### src/rtl/mod241_pkg.sv
// Shared constants and types for the mod-241 chunk streamer.
// The streamer cuts a 500-bit operand into 84 six-bit chunks, one per
// LUT_6 residue-table lookup.
package mod241_pkg;

  localparam int OPERAND_W       = 500;
  localparam int CHUNK_W         = 6;
  localparam int NUM_CHUNKS      = (OPERAND_W + CHUNK_W - 1) / CHUNK_W;  // 84
  localparam int IDX_W           = 7;
  localparam int LAST_IDX        = NUM_CHUNKS - 1;                       // 83
  localparam int LAST_CHUNK_BITS = OPERAND_W - LAST_IDX * CHUNK_W;       // 2
  localparam int PAD_W           = NUM_CHUNKS * CHUNK_W;                 // 504

  typedef enum logic {
    IDLE,
    STREAM
  } state_t;

  typedef logic [CHUNK_W-1:0] chunk_t;
  typedef logic [IDX_W-1:0]   idx_t;

  // Widen an operand to a whole number of chunks. The upper chunk keeps
  // only LAST_CHUNK_BITS real bits; the rest are forced to zero.
  function automatic logic [PAD_W-1:0] pad_operand(input logic [OPERAND_W-1:0] op);
    return {{(CHUNK_W - LAST_CHUNK_BITS){1'b0}}, op};
  endfunction

endpackage

### src/rtl/mod241_next_chunk_pe.sv
// Priority encoder: lowest set mask bit above from_idx (or at from_idx when
// inclusive=1). Falls back to LAST_IDX so the stream always ends on the
// last chunk.
module mod241_next_chunk_pe
  import mod241_pkg::*;
(
  input  logic [NUM_CHUNKS-1:0] mask,
  input  idx_t                  from_idx,
  input  logic                  inclusive,
  output idx_t                  next_idx
);

  logic [NUM_CHUNKS-1:0] cand;

  for (genvar gi = 0; gi < NUM_CHUNKS; gi++) begin : g_cand
    assign cand[gi] = mask[gi] &
                      ((idx_t'(gi) > from_idx) | (inclusive & (idx_t'(gi) == from_idx)));
  end

  // Scan from the top down so the lowest candidate wins.
  always_comb begin
    next_idx = idx_t'(LAST_IDX);
    for (int i = NUM_CHUNKS - 1; i >= 0; i--) begin
      if (cand[i]) next_idx = idx_t'(i);
    end
  end

endmodule

### src/rtl/mod241_chunk_streamer.sv
// Transmit side of the 6-bit chunk interface feeding the mod-241 LUT_6 bank.
// Takes one 500-bit operand over valid/ready and plays it out as indexed
// 6-bit chunks, flagging the final chunk with out_last.
// Optional build macro MOD241_ZERO_SKIP_EN: all-zero chunks are skipped
// (they add nothing to the residue); chunk 83 is always sent.
module mod241_chunk_streamer
  import mod241_pkg::*;
(
  input  logic                 clk,
  input  logic                 rst,
  input  logic                 in_valid,
  output logic                 in_ready,
  input  logic [OPERAND_W-1:0] in_data,
  output logic                 out_valid,
  input  logic                 out_ready,
  output logic [CHUNK_W-1:0]   out_chunk,
  output logic [IDX_W-1:0]     out_idx,
  output logic                 out_last,
  output logic                 busy
);

  state_t               state_q;
  logic [OPERAND_W-1:0] op_q;
  idx_t                 idx_q;
  logic                 in_ready_q;
  idx_t                 first_idx;
  idx_t                 next_idx;
  logic [PAD_W-1:0]     op_pad;
  chunk_t               chunks [NUM_CHUNKS];
  logic                 accept;
  logic                 at_last;

  assign accept  = (state_q == IDLE) && in_valid && in_ready_q;
  assign at_last = (idx_q == idx_t'(LAST_IDX));

  // Slice the held operand into its chunk lanes.
  assign op_pad = pad_operand(op_q);
  for (genvar gi = 0; gi < NUM_CHUNKS; gi++) begin : g_chunk
    assign chunks[gi] = op_pad[gi*CHUNK_W +: CHUNK_W];
  end

`ifdef MOD241_ZERO_SKIP_EN
  logic [PAD_W-1:0]      in_pad;
  logic [NUM_CHUNKS-1:0] in_mask;
  logic [NUM_CHUNKS-1:0] mask_q;

  assign in_pad = pad_operand(in_data);
  for (genvar gi = 0; gi < NUM_CHUNKS; gi++) begin : g_mask
    assign in_mask[gi] = |in_pad[gi*CHUNK_W +: CHUNK_W];
  end

  mod241_next_chunk_pe u_first_pe (
    .mask      (in_mask),
    .from_idx  (idx_t'(0)),
    .inclusive (1'b1),
    .next_idx  (first_idx)
  );

  mod241_next_chunk_pe u_next_pe (
    .mask      (mask_q),
    .from_idx  (idx_q),
    .inclusive (1'b0),
    .next_idx  (next_idx)
  );

  // Capture the nonzero-chunk mask alongside the operand.
  always_ff @(posedge clk or posedge rst) begin
    if (rst) begin
      mask_q <= '0;
    end else if (accept) begin
      mask_q <= in_mask;
    end
  end
`else
  assign first_idx = idx_t'(0);
  assign next_idx  = idx_q + idx_t'(1);
`endif

  // Two-state handshake FSM: accept in IDLE, play chunks out in STREAM.
  always_ff @(posedge clk or posedge rst) begin
    if (rst) begin
      state_q    <= IDLE;
      op_q       <= '0;
      idx_q      <= '0;
      in_ready_q <= 1'b0;
    end else begin
      case (state_q)
        IDLE: begin
          if (accept) begin
            op_q       <= in_data;
            idx_q      <= first_idx;
            state_q    <= STREAM;
            in_ready_q <= 1'b0;
          end else begin
            in_ready_q <= 1'b1;
          end
        end
        STREAM: begin
          if (out_ready) begin
            if (at_last) begin
              state_q    <= IDLE;
              in_ready_q <= 1'b1;
            end else begin
              idx_q <= next_idx;
            end
          end
        end
        default: begin
          state_q    <= IDLE;
          in_ready_q <= 1'b0;
        end
      endcase
    end
  end

  assign in_ready  = in_ready_q;
  assign busy      = (state_q == STREAM);
  assign out_valid = busy;
  assign out_idx   = idx_q;
  assign out_last  = busy && at_last;
  assign out_chunk = busy ? chunks[idx_q] : '0;

endmodule

### config.mk
export PLATFORM = sky130hd
export DESIGN_NAME = mod241_chunk_streamer
export DESIGN_NICKNAME = d
export VERILOG_FILES = /design/src/rtl/mod241_pkg.sv /design/src/rtl/mod241_next_chunk_pe.sv /design/src/rtl/mod241_chunk_streamer.sv
export SDC_FILE = /design/constraint.sdc
export NUM_CORES = 1
export LEC_CHECK = 0
export ABC_AREA = 1
export CAP_MARGIN = 10
export CORE_UTILIZATION = 52
export DETAILED_ROUTE_END_ITERATION = 16
export PLACE_DENSITY_LB_ADDON = 0.1
export SYNTH_ARGS = -nofsm -noshare
export SYNTH_HDL_FRONTEND = slang
export SYNTH_SLANG_ARGS = --single-unit
### constraint.sdc
create_clock -name clk -period 19.8 [get_ports clk]
set_input_delay 3.96 -clock clk [delete_from_list [all_inputs] [get_ports clk]]
set_output_delay 3.96 -clock clk [all_outputs]
set_load 0.02 [all_outputs]
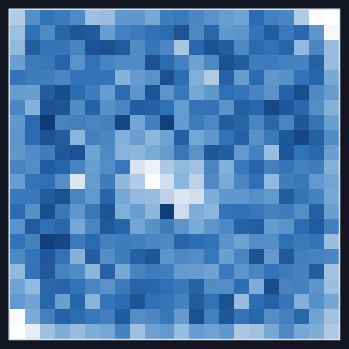
Fig. 1. Cell area per tile.
Drawn at 1.5 px/um. The die is cut into 22 by 22 equal tiles; white is low, dark blue is high, 0 to 100% covered.
emptiest ninth of the die: center
nearly empty tiles: 0.80%
tiles over 75% full: 25%
mean over tiles: 64%
fullest tile: 95%
final core occ: 67.8%
FP Util: 52.7%
core area: 0.0466 mm2

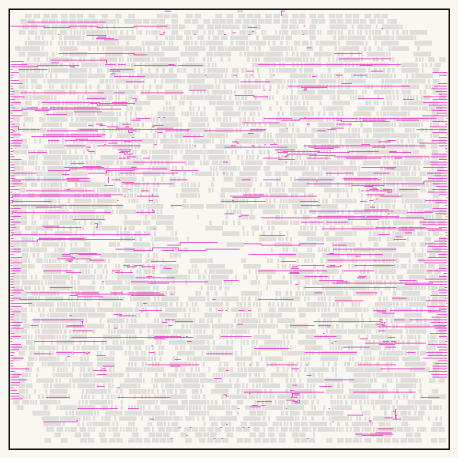
Fig. 2. M3 wires.
Drawn at 2 px/um.
wire length on this layer: 6,510 um
share of all routed wire: 8.0%
longest straight run: 81.4 um
routed via count: 23.5k
met3 usage: 5.99%

==> impl_metrics.yaml <==
# physical design summary
floorplan:
  die-height_um: 219
  die_w_um: 219
  rows: 79
  ios: 521
routing:
  drtIter0Drc: 2710
  met1Wirelength_mm: 33.9
  viasPerCell: 5.33
  wl_met3_mm: 6.51
  topRoutingLayerUsed: "met5"
  wl_met2_mm: 37.4
  drc_errors: 0
logic_synthesis:
  synth_top_cell_by_area: "dfrtp_1"
  synth.distinct_cells: 28
  ys_sh_simple_pct: 28.7
  topCombFamilyByArea: "simple AND/OR/NAND/NOR gates"
  yosysCellCount: 3349
  top_cells_by_area: "dfrtp_1, nand2_1, o21ai_0, inv_1, nand3_1"
  yosysMostFrequentCell: "nand2_1"
  ys_warn_count: 0
  synth_area_mm2: 0.0245
  async_reset_ff_share_pct: 100
  flop_cell: "dfrtp_1"
  ys_sh_adder_pct: 0.0510
  top_cell_area_share_pct: 51.9
  edf_count: 0
  ys_seq_share_pct: 51.9
  yosys.area_share.aoi_pct: 10.0
  xor_area_share_pct: 0
worst_setup_path:
  path_class: "flop to primary output"
  cp_cell_sequence: "inv_6 -> buf_4 -> nand2_1 -> nand3_1 -> nand2_1 -> nand2_1 -> nand2_1 -> nor2_1 -> nor2_1 -> nor2_1 -> nand2_1 -> nand2_1 -> a21oi_1 -> clkdlybuf4s50_1"
  crit_buf_inv: 3
  critPathCapture: "out_chunk[3]"
  timing.rr.end: "op_q[203]"
  regToRegSetupSlack_ns: 15.65
  start_kind: "flop"
  reg2reg_from: "busy"
  cp_top_family: "buffers and inverters"
  critPathLaunch: "out_idx[0]"
  crit_top_cell: "nand2_1"
  cp_max_fo: 116
  cp.required_ns: 15.84
  r2r.worst_path.cells: 7
  slowest_stage: "inv_6"
  cpPeakStageDelay_ns: 0.81
  crit_cells: 14
pwr:
  top_power_group: "combinational logic"
  clk-power_w: 0.00104
  powerDensity_mw_per_mm2: 150
  clock_power_share_pct: 21.9
  p_switching_w: 0.00192
  peakVddDrop_uv: 102
  sequentialPowerShare_pct: 37.5
  swShare_pct: 40.5
  p_comb_w: 0.00193
  p_seq_w: 0.00177
  total_power_w: 0.00474
  p_int_w: 0.00282
  power_frac_comb_pct: 40.7
cts:
  cts.sinks: 509
  post_cts_resized: 0
  clk_pin_slew_ns: 0.06
  clk_latency_ns: 0.60
  htree_levels: 2
  numCtsBuffers: 53
  postCtsSetupRepairBufs: 0
  holdBufCountCts: 0
  cts_root_buf: "clkbuf_16"
  cts_tree: "yes"
cells_and_area:
  largest_register_ffs: 500
  regMostFlops: "op_q"
  flop_area_mm2: 0.0127
  drive_gt1_share_pct: 3.20
  num-fill-cells: 3916
  stdcell_count: 4399
  stdcell_area_mm2: 0.0316
sta:
  rsz0062_at_grt: "no"
  hold_slack_ns: 0.475
  finalHoldViolations: 0
  skew_ns: 0.0107
  period_used_pct: 45.2
  worstMarginPinSlew_ns: 1.17
  maxSlewViolCount: 0
  setup_viol: 0
  max_slew_margin_pct: 22.0
  fin_ws_ns: 10.85
  max_clock_freq_mhz: 112
  fin_tns_setup_ns: 0
placed_design:
  gp_congestion: 0.927
  hpwl_mm: 55.7
  dpl.cell_count: 4291
  dpl_cell_area_mm2: 0.0297
  io_buffers: 520
grt:
  grt_usage_pct: 33.8
  antenna_found_initial: 14
  grt_util_met2_pct: 52.5
  use_met1_pct: 45.8
  grt_max_degree: 291
  grt_pass1_vias: 23100
worst_hold_path:
  holdPathEnd: "op_q[103]"
  min_delay_path_depth: 2
  hold_start: "op_q[103]"
  holdCritPathClass: "flop to flop"
job:
  warnings: 47
  maxCapViolCount: 0
outcome:
  status: "complete, no violations"
## layout by cell type, fill, tap and decap left out, types with 3 or more instances in the layout
cell type        instances
a21oi_1                 50
inv_2                    3
diode_2                 13
clkbuf_16               53
inv_1                  343
o21ai_1                 47
clkbuf_1                11
nand3_1                159
nand3_2                  3
bufinv_16                6
clkinv_2                 9
clkinvlp_4               3
o22ai_1                  4
o21ai_0                361
nor2_1                 166
nand2_1               1466
nor2_4                   5
dfrtp_1                507
o211ai_1                16
clkdlybuf4s50_1        520
clkbuf_8                13
buf_4                   14
## area by class of cell
cell class | count | share of cell area (%)
repair buffers | 536 | 17.0
flip-flops and latches | 509 | 40.4
diodes | 13 | 0.103
inverters | 353 | 4.28
clock buffers | 77 | 4.90
well taps | 607 | 2.41
clock inverters | 18 | 0.785
multi-input cells | 2286 | 30.2
Power and IR drop assume default switching activity.
